<file path="config.mk">
export PLATFORM = sky130hd
export DESIGN_NAME = prog_loader
export DESIGN_NICKNAME = d
export VERILOG_FILES = /design/src/rtl/prog_loader.sv
export SDC_FILE = /design/constraint.sdc
export NUM_CORES = 1
export LEC_CHECK = 0
export CORE_MARGIN = 1.5
export CORE_UTILIZATION = 56
export DETAILED_ROUTE_END_ITERATION = 8
export GPL_ROUTABILITY_DRIVEN = 0
export PLACE_DENSITY = 0.78
export SYNTH_ARGS = -nofsm -noshare
export SYNTH_HDL_FRONTEND = slang
export SYNTH_SLANG_ARGS = --single-unit
</file>
<file path="constraint.sdc">
create_clock -name i_clk -period 2.25 [get_ports i_clk]
set_clock_uncertainty 0.2 [all_clocks]
set_input_delay 0.3375 -clock i_clk [delete_from_list [all_inputs] [get_ports i_clk]]
set_output_delay 0.3375 -clock i_clk [all_outputs]
set_load 0.03 [all_outputs]
</file>
<file path="src/rtl/prog_loader.sv">
// Byte-stream program loader: frames START, N, 4*N little-endian data bytes, XOR checksum; writes words to imem.
// Word write strobe one cycle after the 4th byte; o_ready drops only during that write cycle.
module prog_loader #(
    parameter int          ADDR_WIDTH = 5,
    parameter int          TIMEOUT    = 1000,
    parameter logic [7:0]  START_BYTE = 8'hA5
) (
    input  logic                  i_clk,
    input  logic                  i_nrst,
    input  logic [7:0]            i_byte,
    input  logic                  i_valid,
    output logic                  o_ready,
    output logic                  o_mem_we,
    output logic [ADDR_WIDTH-1:0] o_mem_addr,
    output logic [31:0]           o_mem_data,
    output logic                  o_cpu_nrst,
    output logic                  o_busy,
    output logic                  o_done,
    output logic                  o_err
);
    localparam int DEPTH = 1 << ADDR_WIDTH;
    localparam int TW    = $clog2(TIMEOUT + 1);
    localparam logic [ADDR_WIDTH:0] ONE = 1;

    typedef enum logic [1:0] {IDLE, COUNT, DATA, CHECK} state_t;

    state_t                state, state_nxt;
    logic [ADDR_WIDTH:0]   n_words;
    logic [ADDR_WIDTH:0]   word_cnt;
    logic [1:0]            byte_idx;
    logic [7:0]            acc;
    logic [31:0]           shreg;
    logic [TW-1:0]         tmo_cnt;

    logic accept, timeout_hit;
    logic start_ok, cnt_bad, cnt_ok, word_done, chk_ok, chk_bad;

    assign o_ready = ~o_mem_we;
    assign accept  = i_valid & o_ready;
    assign timeout_hit = (state != IDLE) && !accept && (tmo_cnt == TW'(TIMEOUT - 1));

    always_ff @(posedge i_clk or negedge i_nrst) begin
        if (!i_nrst) state <= IDLE;
        else         state <= state_nxt;
    end

    always_comb begin
        state_nxt = state;
        start_ok  = 1'b0;
        cnt_bad   = 1'b0;
        cnt_ok    = 1'b0;
        word_done = 1'b0;
        chk_ok    = 1'b0;
        chk_bad   = 1'b0;
        if (timeout_hit) begin
            state_nxt = IDLE;
        end else if (accept) begin
            case (state)
                IDLE: if (i_byte == START_BYTE) begin
                    start_ok  = 1'b1;
                    state_nxt = COUNT;
                end
                COUNT: if (i_byte == 8'd0 || int'(i_byte) > DEPTH) begin
                    cnt_bad   = 1'b1;
                    state_nxt = IDLE;
                end else begin
                    cnt_ok    = 1'b1;
                    state_nxt = DATA;
                end
                DATA: if (byte_idx == 2'd3) begin
                    word_done = 1'b1;
                    if (word_cnt == n_words - ONE) state_nxt = CHECK;
                end
                CHECK: begin
                    state_nxt = IDLE;
                    if (i_byte == acc) chk_ok  = 1'b1;
                    else               chk_bad = 1'b1;
                end
                default: state_nxt = IDLE;
            endcase
        end
    end

    always_ff @(posedge i_clk or negedge i_nrst) begin
        if (!i_nrst) begin
            o_mem_we   <= 1'b0;
            o_mem_addr <= '0;
            o_mem_data <= '0;
            o_cpu_nrst <= 1'b0;
            o_busy     <= 1'b0;
            o_done     <= 1'b0;
            o_err      <= 1'b0;
            n_words    <= '0;
            word_cnt   <= '0;
            byte_idx   <= '0;
            acc        <= '0;
            shreg      <= '0;
            tmo_cnt    <= '0;
        end else begin
            o_mem_we <= word_done;
            o_done   <= chk_ok;
            if (accept || state == IDLE) tmo_cnt <= '0;
            else                         tmo_cnt <= tmo_cnt + TW'(1);
            if (start_ok) begin
                o_busy     <= 1'b1;
                o_cpu_nrst <= 1'b0;
                o_err      <= 1'b0;
            end
            if (cnt_bad || chk_bad || timeout_hit) begin
                o_err  <= 1'b1;
                o_busy <= 1'b0;
            end
            if (chk_ok) begin
                o_cpu_nrst <= 1'b1;
                o_busy     <= 1'b0;
            end
            // N fits in ADDR_WIDTH+1 bits once range-checked (ADDR_WIDTH <= 7)
            if (cnt_ok) begin
                n_words  <= i_byte[ADDR_WIDTH:0];
                word_cnt <= '0;
                byte_idx <= '0;
                acc      <= '0;
            end
            if (accept && state == DATA && !timeout_hit) begin
                shreg[{byte_idx, 3'b000} +: 8] <= i_byte;
                acc      <= acc ^ i_byte;
                byte_idx <= byte_idx + 2'd1;
            end
            if (word_done) begin
                o_mem_addr <= word_cnt[ADDR_WIDTH-1:0];
                o_mem_data <= {i_byte, shreg[23:0]};
                word_cnt   <= word_cnt + ONE;
            end
        end
    end
endmodule

</file>
### Cells by drive strength, run 1

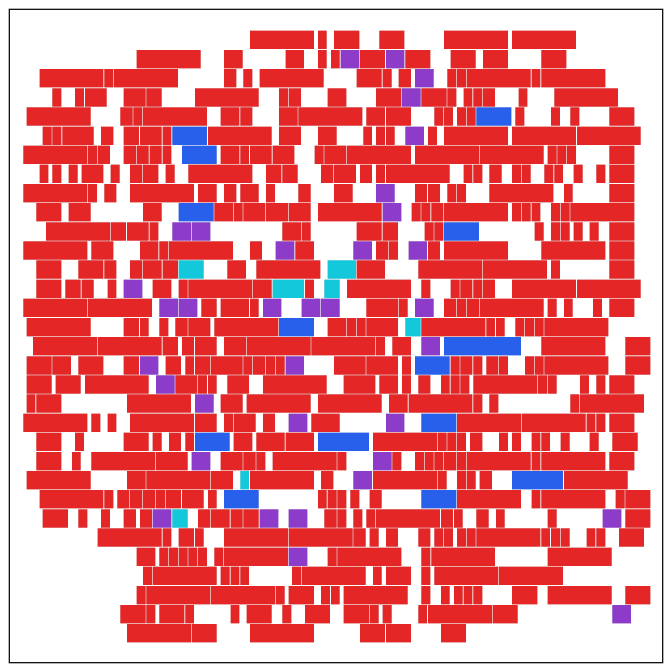
legend:
  _3 and _4 cells:
    colour: purple
    cells: 35
  _2 cells:
    colour: cyan
    cells: 7
  _0 and _1 cells:
    colour: red
    cells: 512
  _6 and larger:
    colour: blue
    cells: 14
final non-filler cell area: 0.00553 mm^2
Non-clock buffers: 88
Layout area overhead: 22.9%
Final WS setup: 0.115 ns

### Metal 1, run 1

Supply wires on this layer in grey.
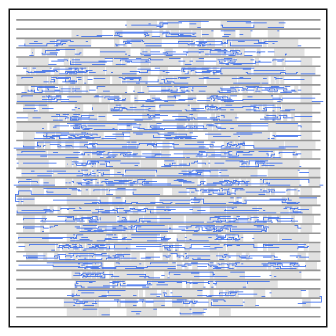
wire length on this layer: 4,310 um
nets with wire on the layer: 522
via count: 3,509
detailed-route wire length: 9430 um
met1 track demand over resource in global routing: 0.334

==> impl_metrics.json, run 1 <==
{
  "design.portCount": 54,
  "per_cell_routed_wire_length_um": 14.1,
  "ir_worst_vdd_mv": 0.322,
  "die-height_um": 92.7,
  "final.min_clock_period_ns": 2.14,
  "slew_violations": 0,
  "power.sequential.fraction": 0.568,
  "grtUsageTotal": 0.242,
  "yosys.stat.seqShare": 0.556,
  "post_route_cells_drive_above_1_share": 0.0986,
  "intPower_mw": 2.49,
  "grt_start_max_net_pins": 40,
  "h-tree-depth": 3,
  "core_area_mm2": 0.00777,
  "comb_cell_power_mw": 0.223,
  "detail_route.vias_per_cell": 5.24,
  "largest_registers": "o_mem_data x32, shreg x24, tmo_cnt x10",
  "top_layer": "met4",
  "post_synth.cell_area_avg_um2": 9.21,
  "timing.critical_path.from_type": "primary input",
  "run_status": "complete, no violations",
  "first_global_vias": 3432,
  "worstMarginPinSlew_ns": 0.437,
  "dr.first_iter.drc_count": 186,
  "period_used_share": 0.949,
  "std_cell_rows": 32,
  "route.met3.wl_um": 420,
  "io_buffers": 53,
  "critical_path.max_fanout": 8,
  "final-comb-area_mm2": 0.00185,
  "finalNetCount": 582,
  "netlist_instances": 489,
  "critPathRequiredTime_ns": 2.29,
  "pwr-share-comb": 0.069,
  "edf_count": 0,
  "diodes_inserted": 0,
  "final_common_cell": "nand2_1",
  "power_switching_share": 0.232,
  "maxCapViolCount": 0,
  "die_width_um": 92.7,
  "cts_root_buf": "clkbuf_8",
  "path_class": "primary input to register",
  "setup-violations-final": 0,
  "hold_path_class": "primary input to async pin",
  "hpwl_um": 6660,
  "timing.final.hold_violations": 0,
  "power.share.clock": 0.363,
  "regMostFlops": "o_mem_data",
  "clk_transition_reported_paths_ns": 0.09,
  "wl_met2_um": 4600,
  "p_leak_nw": 2.68,
  "log.warning_count": 30,
  "postCtsSetupBuffers": 0,
  "yosysWarnings": 0,
  "hold-worst-slack_ns": 0.194,
  "netlist-cell-type-count": 41,
  "synthesis.nets": 508,
  "cts_tree": "yes",
  "num-fill-cells": 592,
  "top_flip_flop_cell_by_instance_count_after_synthesis": "dfrtp_1",
  "critPathCaptureType": "register",
  "clockBufferDepth": 2,
  "largestPowerGroup": "registers",
  "ys_chip_area_mm2": 0.00450,
  "pwr_cell_area_mw_per_mm2": 586,
  "sequentialPower_mw": 1.84,
  "fin_total_pwr_mw": 3.24,
  "floorplan.core_util": 0.580,
  "max-slew-margin-rel": 0.708,
  "ant_nets": 0,
  "rsz0062_at_grt": "no"
}
### Clock routing, run 1

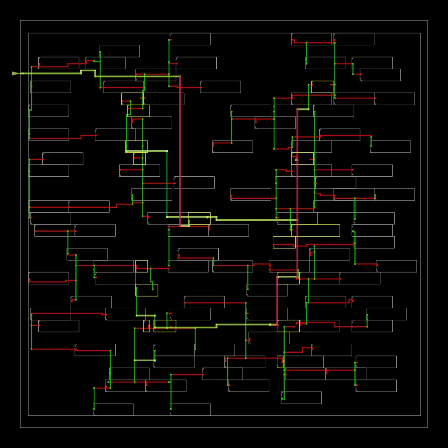
total of clock buffers placed in the layout: 13
clk_lat worst skew: 0.36 ns
power of the clock network: 1.18 mW
CTS Buf Count: 9
flip-flops: 100

==> run 1: timing repair <==
item	4_1_cts	5_1_grt
hold endpoints to repair	58	0
hold buffers	1	0
endpoints found under the setup margin	0	4
gates resized	0	1
==> run 1: per-stage QoR <==
| stage | cell area (um^2) | setup WS (ns) | TNS, ns | cells |
|---|---|---|---|---|
| floorplan | 4500 | 0.209 | 0 | 489 |
| global placement | 5320 | -0.210 | -2.72 | 653 |
| detailed placement | 5320 | -0.252 | -4.79 | 653 |
| CTS | 5530 | 0.130 | 0 | 670 |
| global route | 5530 | 0.00265 | 0 | 670 |
| finish | 5530 | 0.115 | 0 | 670 |
==> run 1: critical path: stages <==
cell             delay [ns]
clkdlybuf4s50_1        0.49
nor3_1                 0.07
buf_4                  0.14
a2111o_1               0.39
a211oi_2               0.22
buf_4                  0.21
mux2_1                 0.32
==> run 1: final timing paths <==
kind                             from    endpoint  slack [ns]  depth (start not counted)
min in group i_clk         tmo_cnt[0]  tmo_cnt[0]        0.26                          1
hold reg to reg            tmo_cnt[0]  tmo_cnt[0]        0.26                          1
max in group asynchronous      i_nrst      o_busy        1.08                          3
hold / removal                 i_nrst    shreg[1]        0.19                          2
setup reg to reg             state[1]   shreg[18]        0.15                          6
setup / recovery            i_byte[3]  n_words[3]        0.11                          7
==> run 1: cells in the mapped netlist (2+ instances only) <==
cell type | n | area, um^2
nand2_1 | 187 | 702
dfrtp_1 | 100 | 2500
o21ai_0 | 37 | 185
nor2_1 | 16 | 60.1
clkbuf_1 | 13 | 48.8
xor2_1 | 13 | 114
xnor2_1 | 12 | 105
nand3_1 | 10 | 50.1
a21o_1 | 9 | 67.6
nand3b_1 | 9 | 67.6
buf_2 | 8 | 40.0
ha_1 | 8 | 100
inv_1 | 8 | 30.0
a21oi_1 | 6 | 30.0
nor3_1 | 5 | 25.0
mux2_1 | 4 | 45.0
nor3b_1 | 4 | 30.0
nor4_1 | 4 | 25.0
and3_1 | 3 | 18.8
buf_4 | 3 | 22.5
nand4_1 | 3 | 18.8
or3_1 | 3 | 18.8
a31oi_1 | 2 | 12.5
nor2b_1 | 2 | 12.5
o211ai_1 | 2 | 15.0
o21a_1 | 2 | 15.0
o31ai_1 | 2 | 15.0
==> run 1: per-layer routing <==
metal / global-route usage / up-vias
li1: - / 1736
met1: 0.334 / 1686
met2: 0.394 / 77
met3: 0.0312 / 10
met4: 0.0909 / 0
met5: 0 / -
==> run 1: logic make-up after synthesis <==
logic type | Yosys count | share of synthesized area
buffers and inverters | 34 | 0.0347
DFF | 100 | 0.556
xor gates and xnor gates | 25 | 0.0486
and+or+nand+nor | 252 | 0.239
AOI/OAI and AO/OA | 64 | 0.0850
muxes | 6 | 0.0147
adders and majority gates | 8 | 0.0222
==> run 1: cell type report <==
cell class,count,area share
sequential,100,0.452
multi-input combinational,355,0.334
timing repair buffer,88,0.148
clock buffer,13,0.0287
tap,102,0.0231
clock inverter,3,0.00814
inverter,9,0.00611
### Cells coloured by class, run 1

The bar under the picture is 20 um long.
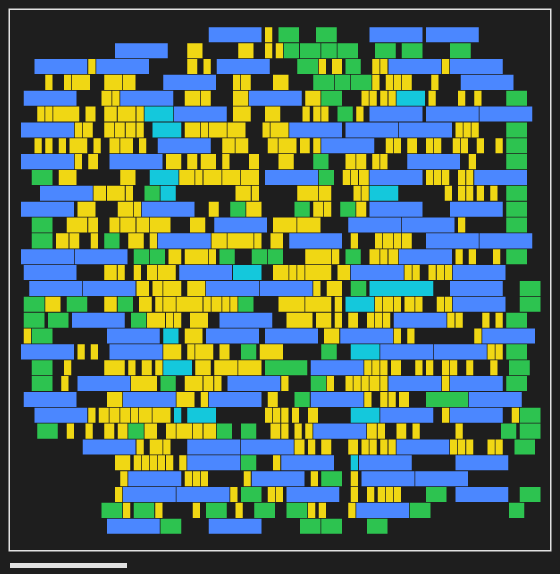

--- run 2 (diff from run 1) ---
--- a/config.mk
+++ b/config.mk
@@ -8,7 +8,7 @@
 export CORE_MARGIN = 1.5
 export CORE_UTILIZATION = 56
 export DETAILED_ROUTE_END_ITERATION = 8
-export GPL_ROUTABILITY_DRIVEN = 0
+export GPL_ROUTABILITY_DRIVEN = 1
 export PLACE_DENSITY = 0.78
 export SYNTH_ARGS = -nofsm -noshare
 export SYNTH_HDL_FRONTEND = slang
### Cells coloured by class, run 2

The bar under the picture is 20 um long.
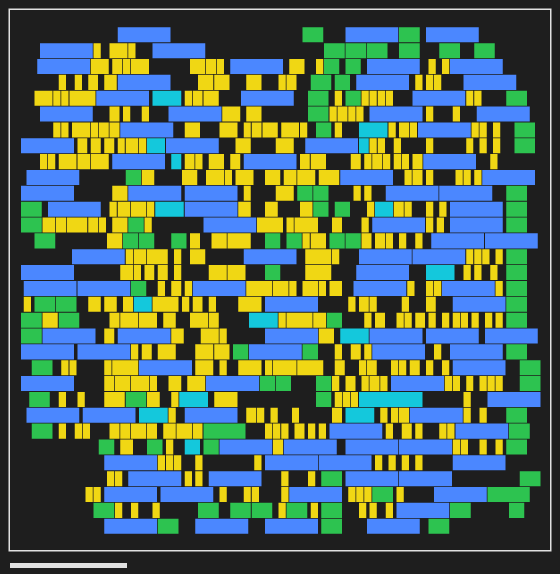
legend:
  sequential cells:
    colour: blue
    cells: 100
    share_of_their_area: 46%
  combinational and other logic:
    colour: yellow
    cells: 364
    share_of_their_area: 35%
  clock drivers and dummy loads:
    colour: cyan
    cells: 16
    share_of_their_area: 3.7%
  remaining buffers and delay cells:
    colour: green
    cells: 86
    share_of_their_area: 15%
floorplan core area: 0.00777 mm^2
sequential portion of the cell area: 0.454
post-route core utilization: 0.710
final non-filler cell area: 0.00551 mm^2
Rows: 32

### Cells by drive strength, run 2

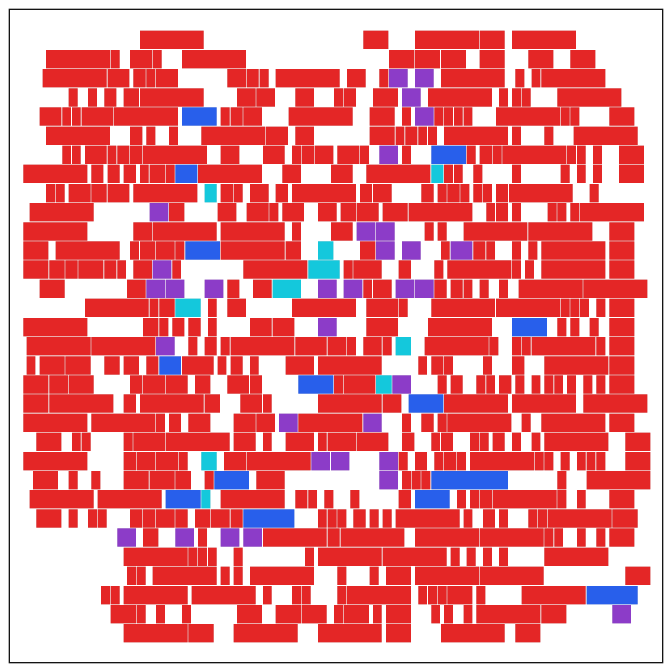
legend:
  _3 and _4 cells:
    colour: purple
    cells: 33
  _2 cells:
    colour: cyan
    cells: 10
  _6 and larger:
    colour: blue
    cells: 14
  _0 and _1 cells:
    colour: red
    cells: 509

==> impl_metrics.json, run 2 <==
{
  "crit_buf_inv": 3,
  "grtUsageTotal": 0.242,
  "cts_tree": "yes",
  "path_cells": "clkdlybuf4s50_1, nor3_1, buf_4, a2111o_1, a211oi_2, buf_4, mux2_1",
  "post_synth.cell_area_avg_um2": 9.21,
  "largest_registers": "o_mem_data x32, shreg x24, tmo_cnt x10",
  "route.detailed.drc": 0,
  "postCtsSetupBuffers": 0,
  "yosys.stat.seqShare": 0.556,
  "final_common_cell": "nand2_1",
  "hpwl_um": 6690,
  "p_leak_nw": 2.67,
  "area_growth_pct": 22.5,
  "most_frequent_cells_in_the_layout": "nand2_1 (185), dfrtp_1 (100), clkdlybuf4s50_1 (52)",
  "globalRouteOverflowTotal": 0,
  "synthesis.nets": 508,
  "cp_data_arrival_time_ns": 2.17,
  "detailedRoute.firstPassIterationCount": 4,
  "regMostFlops": "o_mem_data",
  "routed_wl_um": 9410,
  "dr.first_iter.drc_count": 142,
  "largest_register_ff_count": 32,
  "per_cell_routed_wire_length_um": 14.1,
  "timing.critical_path.from_type": "primary input",
  "clock.latency.late_pin_ns": 0.37,
  "wire_length_of_the_first_global_routing_pass_um": 16200,
  "max-slew-margin-rel": 0.732,
  "die-area_mm2": 0.00859,
  "io_buffers": 53,
  "finalWorstSetupSlack_ns": 0.130,
  "netlist-cell-type-count": 41,
  "timing.final.hold_violations": 0,
  "netlist_top_cells_count": "nand2_1 (187), dfrtp_1 (100), o21ai_0 (37), nor2_1 (16)",
  "rsz0062_at_grt": "no",
  "path_class": "primary input to register",
  "critical-path-top-cell-by-count": "buf_4",
  "slew_violations": 0,
  "diodes_inserted": 0,
  "final.min_clock_period_ns": 2.12,
  "dpl_worst_slack_ns": -0.250,
  "dominant_cell_by_count_in_the_synthesized_netlist": "nand2_1",
  "critical_path.max_fanout": 10,
  "routed-via-count": 3547,
  "die-height_um": 92.7,
  "delay_of_the_slowest_cell_on_the_worst_path_ns": 0.49,
  "log.warning_count": 30,
  "hold_path_class": "primary input to async pin",
  "grt_start_max_net_pins": 44,
  "placed_area_mm2": 0.00530,
  "timing.fmax_ghz": 0.472,
  "die_width_um": 92.7,
  "finalNetCount": 580,
  "clock_sinks": 100,
  "asyncSetResetFlopFracSynth": 1.00,
  "top_flip_flop_cell_by_instance_count_after_synthesis": "dfrtp_1",
  "ir_worst_vdd_mv": 0.334,
  "first_global_vias": 3435,
  "synth.cell_area_mm2": 0.00450,
  "cts_root_buf": "clkbuf_8",
  "ys_ff": 100,
  "run_status": "complete, no violations",
  "synth.yosys.num_cells": 489,
  "setup-violations-final": 0,
  "design.portCount": 54,
  "edf_count": 0,
  "clockBufferDepth": 2,
  "ant_nets": 0,
  "critPathRequiredTime_ns": 2.30,
  "routabilityCongestion": 0.816,
  "numPlacedInstances": 651,
  "slowest_stage": "clkdlybuf4s50_1",
  "antenna_found_initial": 0,
  "worstMarginPinSlew_ns": 0.401,
  "fin_total_pwr_mw": 3.22,
  "netlist_instances": 489,
  "synth.top_cells.by_area": "dfrtp_1 (56%), nand2_1 (16%), o21ai_0 (4.1%)",
  "final-instance-count-excl-fill": 668,
  "period_used_share": 0.942,
  "synth_top_area_share": 0.556,
  "cts_inserted_buffers": 9,
  "cp_top_family": "buffers and inverters",
  "ys_chip_area_mm2": 0.00450,
  "h-tree-depth": 3,
  "largest_area_cell": "dfrtp_1",
  "yosysWarnings": 0,
  "floorplan.core_util": 0.580,
  "maxCapViolCount": 0,
  "hold-worst-slack_ns": 0.180,
  "post_route_cells_drive_above_1_share": 0.101,
  "critPathCaptureType": "register",
  "clk_transition_reported_paths_ns": 0.10,
  "tns_ns": 0,
  "pwr_cell_area_mw_per_mm2": 585,
  "detail_route.vias_per_cell": 5.31
}
[run 2: path summary, 6_finish.rpt]
check                                 from       endpoint  slack (ns)  cells after the start
min in group i_clk              tmo_cnt[0]     tmo_cnt[0]        0.26                      1
worst max register to register    state[1]      shreg[19]        0.24                      6
worst min register to register  tmo_cnt[0]     tmo_cnt[0]        0.26                      1
max in group asynchronous           i_nrst         acc[5]        1.12                      3
worst max-delay path             i_byte[1]     n_words[3]        0.13                      7
worst min-delay path                i_nrst  o_mem_data[5]        0.18                      2
[run 2: layout make-up]
cell class | instances | area (um^2)
clock buffers | 9 | 124
clock inverters | 7 | 73.8
fillers | 601 | 2250
inverters | 9 | 33.8
multi-input cells | 355 | 1850
flip-flops and latches | 100 | 2500
well taps | 102 | 128
repair buffers | 86 | 803
[run 2: cell families after synthesis]
family,synth area share
AND/OR/NAND/NOR,0.239
buffers and inverters,0.0347
adder cells (fa/ha/maj),0.0222
multiplexers,0.0147
AND-OR/OR-AND,0.0850
XOR/XNOR,0.0486
flip-flops,0.556
[run 2: timing repair]
action,in CTS,in global routing
endpoints found under the setup margin,0,6
resized,0,2
hold endpoints to repair,81,0
hold buffers,1,0
[run 2: report_power, final]
| part | total [mW] | switching [mW] | internal, mW |
|---|---|---|---|
| Clock | 1.16 | 0.638 | 0.520 |
| Combinational | 0.224 | 0.129 | 0.0945 |
| Sequential | 1.84 | 0.0223 | 1.82 |
[run 2: metal layers]
layer | track usage | wire (um) | vias to the layer above
met3 | 0.0328 | 361 | 15
met5 | 0 | 0 | -
li1 | - | - | 1732
met2 | 0.390 | 4520 | 83
met1 | 0.335 | 4390 | 1717
met4 | 0.0909 | 145 | 0
[run 2: worst register-to-register path, stage by stage, from the launching register on]
cell and delay [ns]:
dfrtp_1 0.47, inv_1 0.16, nor3_2 0.21, buf_4 0.29, nand2_1 0.31, nand2_1 0.15, o21ai_0 0.09
Power is estimated from default activity; no workload was simulated.
